--- src/rtl/serial_add_seq.sv ---
`default_nettype none
// ============================================================================
// Module   : serial_add_seq
// Purpose  : Bit-serial adder. On an accepted Start, A and B are captured
//            and added one bit per clock, LSB first, through a single carry
//            flop. The completed sum and carry are published on Sum/Cout
//            when the last bit is done, and Done pulses one cycle later.
// Ports    : Clk    - rising-edge clock
//            Reset  - asynchronous, active-high reset
//            Start  - begin an addition (accepted only when idle)
//            A, B   - WIDTH-bit operands, captured at the accept edge
//            Sum    - registered (A+B) mod 2^WIDTH
//            Cout   - registered carry-out
//            Busy   - high while bits are being shifted (WIDTH cycles)
//            Done   - one-cycle pulse, Sum/Cout newly valid
// Revision : 1.0 - initial release
// ============================================================================
module serial_add_seq #(
  parameter int WIDTH = 8
) (
  input  logic             Clk,
  input  logic             Reset,
  input  logic             Start,
  input  logic [WIDTH-1:0] A,
  input  logic [WIDTH-1:0] B,
  output logic [WIDTH-1:0] Sum,
  output logic             Cout,
  output logic             Busy,
  output logic             Done
);

  localparam int                 c_CNT_W = $clog2(WIDTH);
  localparam logic [c_CNT_W-1:0] c_LAST  = c_CNT_W'(WIDTH - 1);

  typedef enum logic [1:0] {
    IDLE  = 2'd0,
    SHIFT = 2'd1,
    DONE  = 2'd2
  } state_t;

  state_t             r_state;
  logic [WIDTH-1:0]   r_a;
  logic [WIDTH-1:0]   r_b;
  logic [WIDTH-1:0]   r_acc;
  logic               r_carry;
  logic [c_CNT_W-1:0] r_cnt;
  logic [WIDTH-1:0]   r_sum;
  logic               r_cout;
  logic               r_done;

  logic               w_s;
  logic               w_c;
  logic [WIDTH-1:0]   w_acc_next;

  // Full adder on the current operand LSBs and the stored carry.
  assign w_s        = r_a[0] ^ r_b[0] ^ r_carry;
  assign w_c        = (r_a[0] & r_b[0]) | (r_a[0] & r_carry) | (r_b[0] & r_carry);
  // New sum bit enters at the MSB; after WIDTH shifts bit 0 sits at the LSB.
  assign w_acc_next = {w_s, r_acc[WIDTH-1:1]};

  always_ff @(posedge Clk or posedge Reset) begin
    if (Reset) begin
      r_state <= IDLE;
      r_a     <= '0;
      r_b     <= '0;
      r_acc   <= '0;
      r_carry <= 1'b0;
      r_cnt   <= '0;
      r_sum   <= '0;
      r_cout  <= 1'b0;
      r_done  <= 1'b0;
    end else begin
      case (r_state)
        IDLE: begin
          r_done <= 1'b0;
          if (Start) begin
            r_a     <= A;
            r_b     <= B;
            r_carry <= 1'b0;
            r_cnt   <= '0;
            r_state <= SHIFT;
          end
        end
        SHIFT: begin
          r_done  <= 1'b0;
          r_acc   <= w_acc_next;
          r_a     <= {1'b0, r_a[WIDTH-1:1]};
          r_b     <= {1'b0, r_b[WIDTH-1:1]};
          r_carry <= w_c;
          r_cnt   <= r_cnt + c_CNT_W'(1);
          if (r_cnt == c_LAST) begin
            // Publish only a complete result; a reset before this edge
            // leaves the previous (or cleared) Sum/Cout in place.
            r_sum   <= w_acc_next;
            r_cout  <= w_c;
            r_state <= DONE;
          end
        end
        DONE: begin
          // Done is registered from the DONE state, so it rises on the
          // edge leaving DONE: WIDTH+1 edges after the accept edge.
          r_done  <= 1'b1;
          r_state <= IDLE;
        end
        default: begin
          r_done  <= 1'b0;
          r_state <= IDLE;
        end
      endcase
    end
  end

  assign Sum  = r_sum;
  assign Cout = r_cout;
  assign Busy = (r_state == SHIFT);
  assign Done = r_done;

endmodule
`default_nettype wire

--- config.mk ---
export PLATFORM = sky130hd
export DESIGN_NAME = serial_add_seq
export DESIGN_NICKNAME = d
export VERILOG_FILES = /design/src/rtl/serial_add_seq.sv
export SDC_FILE = /design/constraint.sdc
export NUM_CORES = 1
export LEC_CHECK = 0
export ABC_CLOCK_PERIOD_IN_PS = 1950
export CORE_ASPECT_RATIO = 1.4
export CORE_MARGIN = 2
export CORE_UTILIZATION = 50
export DETAILED_ROUTE_END_ITERATION = 16
export PLACE_DENSITY = 0.73
export SLEW_MARGIN = 20
export SYNTH_ARGS = -nofsm -noshare
export SYNTH_HDL_FRONTEND = slang
export SYNTH_SLANG_ARGS = --single-unit
export TNS_END_PERCENT = 1
--- constraint.sdc ---
create_clock -name Clk -period 1.95 [get_ports Clk]
set_clock_uncertainty 0.15 [all_clocks]
set_input_delay 0.195 -clock Clk [delete_from_list [all_inputs] [get_ports Clk]]
set_output_delay 0.195 -clock Clk [all_outputs]
set_load 0.01 [all_outputs]
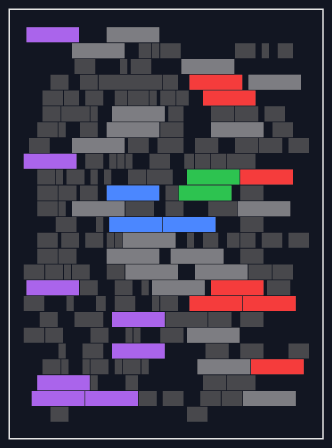
(sequential cells coloured by netlist name)
Other sequential cells in the stronger grey, the rest of the logic in the fainter grey.
[green] r_state | flops: 2
[purple] r_b | flops: 8
[red] r_acc | flops: 7
[blue] r_cnt | flops: 3

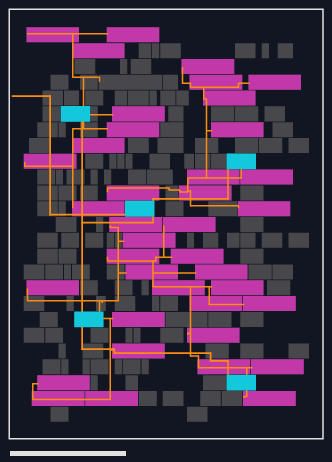
(clock distribution)
Scale bar: 20 µm.
[magenta] flip-flops | count: 39
[orange] clock wires | length: 449 µm
[cyan] clock drivers | count: 5
flops lie: spread over the die
routed clock nets: 6
Clock net power: 0.000688 W
power share of the clock group: 20.5%
later-pin clock latency in the skew report: 0.29 ns

==> deck_impl_summary.md <==
Physical Implementation Snapshot

Global route
  • Antenna violations before repair: 0
  • Maximum number of pins on one net before global-route repair: 40

Floorplan
  • FP Util: 51.7%
  • Core ar.: 3350 µm²
  • DIE HEIGHT: 73.6 µm

Cells and area
  • Post-layout net count: 193
  • Flip-flop and latch area: 976 µm²
  • Area added between synthesis and finish: 24.9%
  • Number of diodes: 0

Pwr
  • P per Cell Area: 1550 nW/µm²

CTS
  • CTS Root Cell: sky130_fd_sc_hd__clkbuf_8
  • Number of instances resized during post-cts repair: 0
  • Number of levels the H-tree was split into: 2
  • Post-CTS Hold Fix Bufs: 0

Logic synthesis
  • Mapped Area: 1730 µm²
  • Most common cell in the netlist: sky130_fd_sc_hd__dfrtp_1
  • Yosys synthesis chip area: 1730 µm²
  • Area share of fa/ha/maj cells after synthesis: 2.60%
  • Simple-Gate Fraction of Synth Area: 11.9%
  • Ys cells: 141
  • Largest family of logic cells by area: simple AND/OR/NAND/NOR gates
  • Mux area share: 11.1%
  • Dominant Register Cell: sky130_fd_sc_hd__dfrtp_1
  • Number of instances in the synthesized netlist: 141

Routing
  • DRC violation count after routing: 0
  • Detailed Route Iter0 Violations: 41
  • Ratio of routed vias to standard cells: 5.57
  • WL met1: 1340 µm
  • Total Routed Length: 3200 µm
  • Number of iterations in the first detailed-routing pass: 4

STA
  • Final count of negative-setup-slack endpoints: 0
  • Worst-margin pin slew: 0.484 ns
  • Final-report max-slew violation count: 0

Critical path
  • Slowest cell on crit path: sky130_fd_sc_hd__dfrtp_1
  • Crit path launch type: flip-flop
  • Reg2reg start: r_cnt[0]
  • Delay contributed by the slowest stage of the critical path: 0.40 ns
  • Reg2Reg Capture Point: Cout
  • Critical Path Source: r_cnt[0]
  • Worst setup slack for register-to-register paths: 0.14 ns

Run status
  • Run status: complete, no violations

Min path
  • Worst hold path class: primary input to asynchronous set/reset pin

Placed design
  • Placer Congestion: 0.677
  • Port-buffer cells: 29
critical path, delay by kind of cell, from the launching register on:
kind | cells | cell delay [ns]
adders and majority gates | 2 | 0.40
and+or+nand+nor | 1 | 0.37
muxes | 1 | 0.38
DFF | 1 | 0.40
power breakdown:
part	leakage, nW	internal, W	switching (W)
sequential	0.457	0.00120	0.000211
clock	0.0612	0.000414	0.000275
combinational	0.429	0.000683	0.000581
total	0.947	0.00229	0.00107
sequential cells by signal, summed over array words and instances (netlist names):
register,count
Cout,1
Done,1
Sum,8
r_a,8
r_acc,7
r_b,8
r_carry,1
r_cnt,3
r_state,2
worst min path at each step:
stage	from	end	slack, ns
after floorplan	A[7]	r_a[7]	0.18
after global placement	r_acc[1]	Sum[0]	0.32
after detailed placement	Sum[1]	Sum[1]	0.33
after CTS	Reset	Sum[2]	0.17
after global routing	Reset	Sum[0]	0.21
final	Reset	Sum[2]	0.15
per-stage QoR:
stage          total power, W  hold WS [ns]  setup slack, ns
3_5_place_dp          0.00270         0.333            0.120
2_1_floorplan         0.00226         0.178            0.347
4_1_cts               0.00341         0.174            0.100
6_report              0.00336         0.155            0.135
3_3_place_gp          0.00262         0.317            0.215
5_1_grt               0.00364         0.210          0.00713
kinds of logic (layout without fill, tap and decap cells):
kind of cell	Yosys count	count (layout)
DFF	39	39
and+or+nand+nor	33	33
buffers and inverters	28	59
AOI/OAI and AO/OA	21	21
muxes	17	17
adders and majority gates	3	3
cell type report:
class	count	area share (%)
multi-input cells	74	28.9
clock inverters	2	1.62
clock buffers	6	3.82
inverters	16	2.78
well taps	40	2.31
repair buffers	35	15.5
flip-flops and latches	39	45.1
cells in the final DEF (no fill, tap or decap):
master	synthesis	routed
sky130_fd_sc_hd__fa_1	1	1
sky130_fd_sc_hd__clkinv_2	0	1
sky130_fd_sc_hd__bufinv_16	0	1
sky130_fd_sc_hd__ha_1	2	2
sky130_fd_sc_hd__nor2b_1	4	4
sky130_fd_sc_hd__dfrtp_1	39	39
sky130_fd_sc_hd__mux2_2	1	1
sky130_fd_sc_hd__a22o_1	5	5
sky130_fd_sc_hd__a222oi_1	2	2
sky130_fd_sc_hd__nor3b_1	1	1
sky130_fd_sc_hd__nand2b_1	2	2
sky130_fd_sc_hd__nor4b_1	12	12
sky130_fd_sc_hd__clkbuf_8	0	6
sky130_fd_sc_hd__inv_1	16	16
sky130_fd_sc_hd__a21oi_1	1	1
sky130_fd_sc_hd__nor2_1	13	13
sky130_fd_sc_hd__clkdlybuf4s50_1	0	29
sky130_fd_sc_hd__nand3b_1	1	1
sky130_fd_sc_hd__a221oi_1	12	12
sky130_fd_sc_hd__mux2_1	16	16
sky130_fd_sc_hd__buf_4	2	6
sky130_fd_sc_hd__o21bai_1	1	1
per-layer routing:
| metal | track usage [%] | vias up |
|---|---|---|
| met1 | 23.6 | 591 |
| met3 | 3.86 | 6 |
| met2 | 31.8 | 27 |
| met4 | 12.8 | 0 |
| li1 | - | 556 |
| met5 | 0 | - |
Power and IR drop assume default switching activity.
